`src/rtl/seg_count_display_pkg.sv`:
```
// Shared constants, segment decoder and FSM state type for the seven-segment count display.
package seg_pkg;

  localparam logic [6:0] SEG_BLANK = 7'h7F;
  localparam logic [6:0] SEG_DASH  = 7'h3F;

  typedef enum logic [1:0] {
    ST_IDLE,
    ST_CONV,
    ST_COMMIT
  } conv_state_t;

  // gfedcba, active-low
  function automatic logic [6:0] seg_decode(input logic [3:0] bcd);
    case (bcd)
      4'd0:    return 7'h40;
      4'd1:    return 7'h79;
      4'd2:    return 7'h24;
      4'd3:    return 7'h30;
      4'd4:    return 7'h19;
      4'd5:    return 7'h12;
      4'd6:    return 7'h02;
      4'd7:    return 7'h78;
      4'd8:    return 7'h00;
      4'd9:    return 7'h10;
      default: return SEG_BLANK;
    endcase
  endfunction

  // Minimum 1 so that single-entry ranges still get a real bit.
  function automatic int unsigned log2ceil(input int unsigned n);
    int unsigned r;
    r = 0;
    while ((32'd1 << r) < n) r++;
    return (r == 0) ? 1 : r;
  endfunction

endpackage

```
`src/rtl/seg_count_display_if.sv`:
```
// Host-side bundle of the count display: field values, load handshake and display options.
interface seg_count_display_if #(
  parameter int unsigned FIELDS = 2,
  parameter int unsigned VAL_W  = 7
);
  logic [FIELDS*VAL_W-1:0] values;
  logic                    load;
  logic [FIELDS-1:0]       blink_mask;
  logic                    lz_en;
  logic                    busy;
  logic [FIELDS-1:0]       ovf;

  modport master (output values, load, blink_mask, lz_en, input busy, ovf);
  modport slave  (input values, load, blink_mask, lz_en, output busy, ovf);
endinterface

```
`src/rtl/seg_count_display_bin2bcd_seq.sv`:
```
// Sequential double-dabble converter: one VAL_W value into DPF+1 BCD nibbles, one bit per cycle.
module bin2bcd_seq
  import seg_pkg::*;
#(
  parameter int unsigned VAL_W = 7,
  parameter int unsigned DPF   = 2
) (
  input  logic                   clk,
  input  logic                   rst,
  input  logic                   start,
  input  logic [VAL_W-1:0]       din,
  output logic                   busy,
  output logic                   done,
  output logic [4*(DPF+1)-1:0]   bcd,
  output logic                   carry
);
  localparam int unsigned BW = 4*(DPF+1);
  localparam int unsigned CW = log2ceil(VAL_W);

  logic [VAL_W-1:0] sh;
  logic [CW-1:0]    cnt;
  logic [BW:0]      step_start;
  logic [BW:0]      step_run;

  // Result MSB is the bit pushed out of the top nibble; a set bit means the value outgrew the register.
  function automatic logic [BW:0] dabble(input logic [BW-1:0] b, input logic bit_in);
    logic [BW-1:0] a;
    a = b;
    for (int unsigned i = 0; i < DPF + 1; i++)
      if (a[4*i +: 4] >= 4'd5) a[4*i +: 4] = a[4*i +: 4] + 4'd3;
    return {a, bit_in};
  endfunction

  // The start cycle already performs the first shift so a field takes exactly VAL_W cycles.
  always_comb begin
    step_start = dabble('0, din[VAL_W-1]);
    step_run   = dabble(bcd, sh[VAL_W-1]);
  end

  always_ff @(posedge clk) begin
    if (!rst) begin
      bcd   <= '0;
      sh    <= '0;
      cnt   <= '0;
      busy  <= 1'b0;
      done  <= 1'b0;
      carry <= 1'b0;
    end else begin
      done <= 1'b0;
      if (start) begin
        bcd   <= step_start[BW-1:0];
        carry <= step_start[BW];
        sh    <= din << 1;
        cnt   <= CW'(VAL_W - 1);
        busy  <= (VAL_W > 1);
        done  <= (VAL_W == 1);
      end else if (busy) begin
        bcd   <= step_run[BW-1:0];
        carry <= carry | step_run[BW];
        sh    <= sh << 1;
        cnt   <= cnt - 1'b1;
        if (cnt == CW'(1)) begin
          busy <= 1'b0;
          done <= 1'b1;
        end
      end
    end
  end

endmodule

```
`src/rtl/seg_count_display.sv`:
```
// Multiplexed seven-segment display of FIELDS binary counters with blanking, blink and overflow dash.
module seg_count_display
  import seg_pkg::*;
#(
  parameter int unsigned FIELDS  = 2,
  parameter int unsigned DPF     = 2,
  parameter int unsigned VAL_W   = 7,
  parameter int unsigned SCAN_W  = 17,
  parameter int unsigned BLINK_W = 25
) (
  input  logic                   clk,
  input  logic                   rst,
  seg_count_display_if.slave     host,
  output logic [6:0]             display,
  output logic [FIELDS*DPF-1:0]  digit
);
  localparam int unsigned ND = FIELDS*DPF;
  localparam int unsigned IW = log2ceil(ND);
  localparam int unsigned BW = 4*(DPF+1);
  localparam int unsigned FW = log2ceil(FIELDS);
  localparam int unsigned CW = log2ceil(VAL_W);
  localparam logic [SCAN_W-1:0] SCAN_LAST =
    SCAN_W'(((ND - 1) << (SCAN_W - IW)) | ((1 << (SCAN_W - IW)) - 1));

  conv_state_t state, state_nxt;

  logic [FIELDS*VAL_W-1:0] lat;
  logic                    pending;
  logic [FW-1:0]           fidx;
  logic [CW-1:0]           bcnt;
  logic                    last_bit, last_field;
  logic                    latch, commit;
  logic [BW:0]             shadow   [FIELDS];
  logic [4*DPF-1:0]        disp_bcd [FIELDS];
  logic [FIELDS-1:0]       ovf_q;

  logic                    cv_start, cv_busy, cv_done, cv_carry;
  logic [VAL_W-1:0]        cv_din;
  logic [BW-1:0]           cv_bcd;
  logic [BW:0]             cv_res;

  logic [SCAN_W-1:0]       scan_cnt;
  logic [BLINK_W-1:0]      blink_cnt;
  logic [IW-1:0]           idx;
  logic [6:0]              seg_nxt;

  function automatic logic field_ovf(input logic [BW:0] r);
    return r[BW] | (r[BW-1 -: 4] != 4'd0);
  endfunction

  assign last_bit   = (bcnt == CW'(VAL_W - 1));
  assign last_field = (fidx == FW'(FIELDS - 1));
  assign cv_din     = lat[fidx*VAL_W +: VAL_W];
  assign cv_res     = {cv_carry, cv_bcd};
  assign host.busy  = (state != ST_IDLE);
  assign host.ovf   = ovf_q;

  bin2bcd_seq #(.VAL_W(VAL_W), .DPF(DPF)) u_bin2bcd (
    .clk   (clk),
    .rst   (rst),
    .start (cv_start),
    .din   (cv_din),
    .busy  (cv_busy),
    .done  (cv_done),
    .bcd   (cv_bcd),
    .carry (cv_carry)
  );

  always_ff @(posedge clk) begin
    if (!rst) state <= ST_IDLE;
    else      state <= state_nxt;
  end

  always_comb begin
    state_nxt = state;
    cv_start  = 1'b0;
    latch     = 1'b0;
    commit    = 1'b0;
    unique case (state)
      ST_IDLE: begin
        if (host.load) begin
          latch     = 1'b1;
          state_nxt = ST_CONV;
        end
      end
      ST_CONV: begin
        cv_start = (bcnt == '0) && !cv_busy;
        if (last_bit && last_field) state_nxt = ST_COMMIT;
      end
      ST_COMMIT: begin
        commit = 1'b1;
        // A load arriving during the commit cycle is treated like an earlier pending one.
        if (pending || host.load) begin
          latch     = 1'b1;
          state_nxt = ST_CONV;
        end else begin
          state_nxt = ST_IDLE;
        end
      end
      default: state_nxt = ST_IDLE;
    endcase
  end

  // Each field's result surfaces (done) during the next field's start cycle; the last one during COMMIT.
  always_ff @(posedge clk) begin
    if (!rst) begin
      lat     <= '0;
      pending <= 1'b0;
      fidx    <= '0;
      bcnt    <= '0;
      ovf_q   <= '0;
      for (int unsigned f = 0; f < FIELDS; f++) begin
        shadow[f]   <= '0;
        disp_bcd[f] <= '0;
      end
    end else begin
      if (latch) begin
        lat  <= host.values;
        fidx <= '0;
        bcnt <= '0;
      end else if (state == ST_CONV) begin
        if (last_bit) begin
          bcnt <= '0;
          fidx <= fidx + 1'b1;
        end else begin
          bcnt <= bcnt + 1'b1;
        end
      end

      if (latch)                               pending <= 1'b0;
      else if (host.load && state != ST_IDLE)  pending <= 1'b1;

      if (cv_done && state == ST_CONV) shadow[fidx - 1'b1] <= cv_res;

      if (commit) begin
        for (int unsigned f = 0; f + 1 < FIELDS; f++) begin
          disp_bcd[f] <= shadow[f][4*DPF-1:0];
          ovf_q[f]    <= field_ovf(shadow[f]);
        end
        disp_bcd[FIELDS-1] <= cv_res[4*DPF-1:0];
        ovf_q[FIELDS-1]    <= field_ovf(cv_res);
      end
    end
  end

  assign idx = scan_cnt[SCAN_W-1 -: IW];

  always_comb begin
    seg_nxt = SEG_BLANK;
    for (int unsigned f = 0; f < FIELDS; f++)
      for (int unsigned d = 0; d < DPF; d++)
        if (idx == IW'(f*DPF + d)) begin
          if (ovf_q[f])
            seg_nxt = SEG_DASH;
          else if (host.blink_mask[f] && !blink_cnt[BLINK_W-1])
            seg_nxt = SEG_BLANK;
          else if (host.lz_en && d != 0 && (disp_bcd[f] >> (4*d)) == '0)
            seg_nxt = SEG_BLANK;
          else
            seg_nxt = seg_decode(disp_bcd[f][4*d +: 4]);
        end
  end

  always_ff @(posedge clk) begin
    if (!rst) begin
      scan_cnt  <= '0;
      blink_cnt <= '0;
      display   <= SEG_BLANK;
      digit     <= '1;
    end else begin
      scan_cnt  <= (scan_cnt == SCAN_LAST) ? '0 : scan_cnt + 1'b1;
      blink_cnt <= blink_cnt + 1'b1;
      display   <= seg_nxt;
      digit     <= ~(ND'(1) << idx);
    end
  end

endmodule

```
`src/flat_wrapper.sv`:
```
// flat-port wrapper written by rule: the top's interface ports become plain ports
module seg_count_display_flat import seg_pkg::*;
#(
  parameter int unsigned FIELDS  = 2,
  parameter int unsigned DPF     = 2,
  parameter int unsigned VAL_W   = 7,
  parameter int unsigned SCAN_W  = 17,
  parameter int unsigned BLINK_W = 25
)
  (clk, rst, display, digit, host_values, host_load, host_blink_mask, host_lz_en, host_busy, host_ovf);
  seg_count_display_if #(.FIELDS(FIELDS), .VAL_W(VAL_W)) host_i ();
  input  logic clk;
  input  logic rst;
  output logic [6:0] display;
  output logic [FIELDS*DPF-1:0] digit;
  input wire logic [$bits(host_i.values)-1:0] host_values;
  input wire logic [$bits(host_i.load)-1:0] host_load;
  input wire logic [$bits(host_i.blink_mask)-1:0] host_blink_mask;
  input wire logic [$bits(host_i.lz_en)-1:0] host_lz_en;
  output wire logic [$bits(host_i.busy)-1:0] host_busy;
  output wire logic [$bits(host_i.ovf)-1:0] host_ovf;
  assign host_i.values = host_values;
  assign host_i.load = host_load;
  assign host_i.blink_mask = host_blink_mask;
  assign host_i.lz_en = host_lz_en;
  assign host_busy = host_i.busy;
  assign host_ovf = host_i.ovf;
  seg_count_display #(.FIELDS(FIELDS), .DPF(DPF), .VAL_W(VAL_W), .SCAN_W(SCAN_W), .BLINK_W(BLINK_W)) u_core (.clk(clk), .rst(rst), .host(host_i), .display(display), .digit(digit));
endmodule
```
`config.mk`:
```
export PLATFORM = sky130hd
export DESIGN_NAME = seg_count_display_flat
export DESIGN_NICKNAME = d
export VERILOG_FILES = /design/src/rtl/seg_count_display_pkg.sv /design/src/rtl/seg_count_display_if.sv /design/src/rtl/seg_count_display_bin2bcd_seq.sv /design/src/rtl/seg_count_display.sv /design/src/flat_wrapper.sv
export SDC_FILE = /design/constraint.sdc
export NUM_CORES = 1
export LEC_CHECK = 0
export CAP_MARGIN = 30
export CORE_ASPECT_RATIO = 0.7
export CORE_MARGIN = 1.5
export CORE_UTILIZATION = 50
export DETAILED_ROUTE_END_ITERATION = 16
export PLACE_DENSITY_LB_ADDON = 0.05
export SKIP_CTS_REPAIR_TIMING = 1
export SLEW_MARGIN = 20
export SYNTH_ARGS = -nofsm -noshare
export SYNTH_HDL_FRONTEND = slang
export SYNTH_SLANG_ARGS = --single-unit
```
`constraint.sdc`:
```
create_clock -name clk -period 3.83 [get_ports clk]
set_clock_uncertainty 0.1 [all_clocks]
set_input_delay 0.5745 -clock clk [delete_from_list [all_inputs] [get_ports clk]]
set_output_delay 0.5745 -clock clk [all_outputs]
set_load 0.01 [all_outputs]
```
==> Changelog: implementation <==
### Implementation results

- Area share of fa/ha/maj cells after synthesis: 6.323%
- Initial antenna violation count: 0
- Met2 Wirelength: 5.297 mm
- I/O Buffers: 33
- Sequential share of the synthesized area: 45.37%
- Dpl hpwl: 8.517 mm
- CP max stage delay: 0.49 ns
- Fmax: 440.5 MHz
- EDFF count, synth: 29
- Area fraction in compound gates: 12.61%
- M1 GR Usage: 28.88%
- Worst slack, placed: 1.441 ns
- DP Area: 6749 um^2
- RSZ-0062 raised after global routing: no
- Worst hold slack: 0.3520 ns
- Rows: 34
- Power share of the combinational group: 5.7%
- Die Span X: 137.5 um
- Ys Warns: 0
- Inserted Diodes: 0
- Global routing's busiest layer: met2
- Drt pass-1 iters: 4
- Met2 Use GR: 28.88%
- Area grow syn2layout: 16.78%
- End point of the critical path: u_core.scan_cnt[11]$_SDFF_PP0_
- Post-route DRC: 0
- Cts bufs inserted: 17
- Crit path launch type: register
- Non-Filler Instances: 888
- Slowest CP cell: nand2b_1
- Distinct cells, synth: 53
- Logic area: 3206 um^2
- Worst R2R Path Depth: 7
- YS chip area: 6332 um^2
- Layout cell share with drive strength beyond 1: 6.887%
- Tool Warnings: 47
- Most frequent cells in the layout: dfxtp_1, nand2_1, nor2_1, and2_1, o21ai_0
- Avg Inst Size Synth: 9.191 um^2
- Antenna viol nets, final: 0
- Core Area: 12380 um^2
- H-tree depth: 4
- Clock buffer count: 20
- Top Layer Used: met4
- Sw Pwr: 0.0007475 W
- Post-synth regs: 129
- Fill cells: 1041
- Clock-cell share: 8.629%
- Comb area share: 43.35%
- Synth logic family: simple AND/OR/NAND/NOR gates
- PD cells: 458.8 nW/um^2
- Vias post-DR: 4706
- Worst Path Buf+Inv: 0
- Comb_multi_in: 497
- Clock Sinks: 129
- Worst setup path start: u_core.scan_cnt[0]$_SDFF_PP0_
- Total wire length: 12.45 mm
- Critical R2R Capture: u_core.scan_cnt[11]$_SDFF_PP0_
- Register Area: 2873 um^2
- Crit path DAT: 2.43 ns
- # Max-Cap Violations: 0
- Lkg Pwr: 2.748 nW
- GR Layer Usage met3: 5.477%
- Combinational cell power: 0.000195 W
- Wl on met1: 6.501 mm
- Worst endpoint required time: 3.99 ns
- Hold Path Class: reg2reg
- CTS max path bufs: 2
- Final setup vio count: 0
- Worst-path clk slew: 0.05 ns
- Post-layout min period: 2.270 ns
- Tot Pwr: 0.003393 W
- Top class by area: multi-input combinational cells
- Worst VDD drop: 313.4 uV
- Routed len/inst: 14.02 um
- GP Congestion: 0.9082
- Nonclk inv count: 30
- Yosys stat cell total: 689
- Init Core Util: 51.15%
- Worst-path maximum fanout: 17
- Top cell by count, worst path: ha_1
- Share of flip-flops with an asynchronous set or reset: 0%
- Seq area share: 38.85%
- CP delay by family, top: simple AND/OR/NAND/NOR gates
- Vias in the first global route: 4429
- Run status: finished clean
- Setup TNS Final: 0 ns
- Tcrit/Tclk final: 59.27%
- Signal buf overhead: 4.907%
- Drt via density: 5.300
- Yosys xor share: 5.947%
- Multiplexer share: 2.213%
- Metal3 WL: 491 um
- Syn nets: 741
- Critical path cell sequence: ha_1 > nand4_1 > nor3_1 > and3_1 > ha_1 > nand2b_1 > nor2_1
- Power Sequential: 0.00146 W
- Placed Cells: 855
- Number of DRC markers in iteration 0: 266
- Max Transition Viols Final: 0
- Sequential Power Share: 43.1%
- IO Count: 34
- First-pass GRT wire length: 21.12 mm
- R2r startpoint: u_core.scan_cnt[0]$_SDFF_PP0_
==> worst register-to-register path: stages, from the launching register on <==
cell	delay, ns
dfxtp_1	0.35
ha_1	0.21
nand4_1	0.17
nor3_1	0.31
and3_1	0.21
ha_1	0.14
nand2b_1	0.49
nor2_1	0.14
==> synthesized netlist by cell type (21+ instances only) <==
master	instances	share of area, %
nand2_1	71	4.2
o21ai_0	34	2.7
clkbuf_1	21	1.2
dfxtp_1	100	32
and2_1	48	4.7
ha_1	32	6.3
a21oi_1	28	2.2
inv_1	30	1.8
xnor2_1	28	3.9
nor2_1	57	3.4
edfxtp_1	29	14
nand3_1	23	1.8
==> how the worst min path moves through the flow <==
stage,start,to,slack [ns],cells past startpoint
detailed placement,u_core.blink_cnt[0]$_SDFF_PN0_,u_core.blink_cnt[0]$_SDFF_PN0_,0.35,1
global placement,u_core.scan_cnt[0]$_SDFF_PP0_,u_core.scan_cnt[0]$_SDFF_PP0_,0.33,1
global route,u_core.scan_cnt[0]$_SDFF_PP0_,u_core.scan_cnt[0]$_SDFF_PP0_,0.38,1
finish,u_core.scan_cnt[0]$_SDFF_PP0_,u_core.scan_cnt[0]$_SDFF_PP0_,0.35,1
CTS,u_core.blink_cnt[0]$_SDFF_PN0_,u_core.blink_cnt[0]$_SDFF_PN0_,0.36,1
floorplan,u_core.scan_cnt[0]$_SDFF_PP0_,u_core.scan_cnt[0]$_SDFF_PP0_,0.32,1
==> registers in the layout (all words and copies together) (netlist names), 2 cells and up <==
signal                count
u_core.display            7
u_core.bcnt               3
u_core.blink_cnt         25
u_core.shadow            13
u_core.state              2
u_core.lat               14
u_core.u_bin2bcd.cnt      3
u_core.host.ovf           2
u_core.u_bin2bcd.bcd     12
u_core.digit              4
u_core.scan_cnt          17
u_core.u_bin2bcd.sh       6
u_core.disp_bcd          16
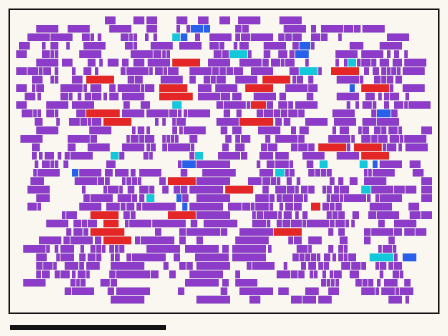
Figure 1: drive-strength map.
Bar = 50 um.
x2: in blue, cells 13, share 1.8%. x1 and smaller: in purple, cells 676, share 93%. x6 and larger: in red, cells 24, share 3.3%. x3 and x4: in cyan, cells 13, share 1.8%.
Signal buffers: 38
Final Instance Area: 7395 um^2
setup ws final: 1.560 ns

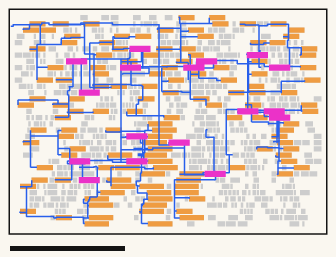
Figure 2: clock wires, drivers and flops.
Bar = 50 um.
clock wires: in blue, length 1730 um. clock-net drivers: in magenta, count 17. flip-flops: in orange, count 129.
Position of the flops: all over the die. There are 18 routed clock nets.
part of the power in the clock network: 51.1%
clock-net power: 0.00173 W
Skew-Pair Late Insertion Delay: 0.41 ns

Power is estimated from default activity; no workload was simulated.
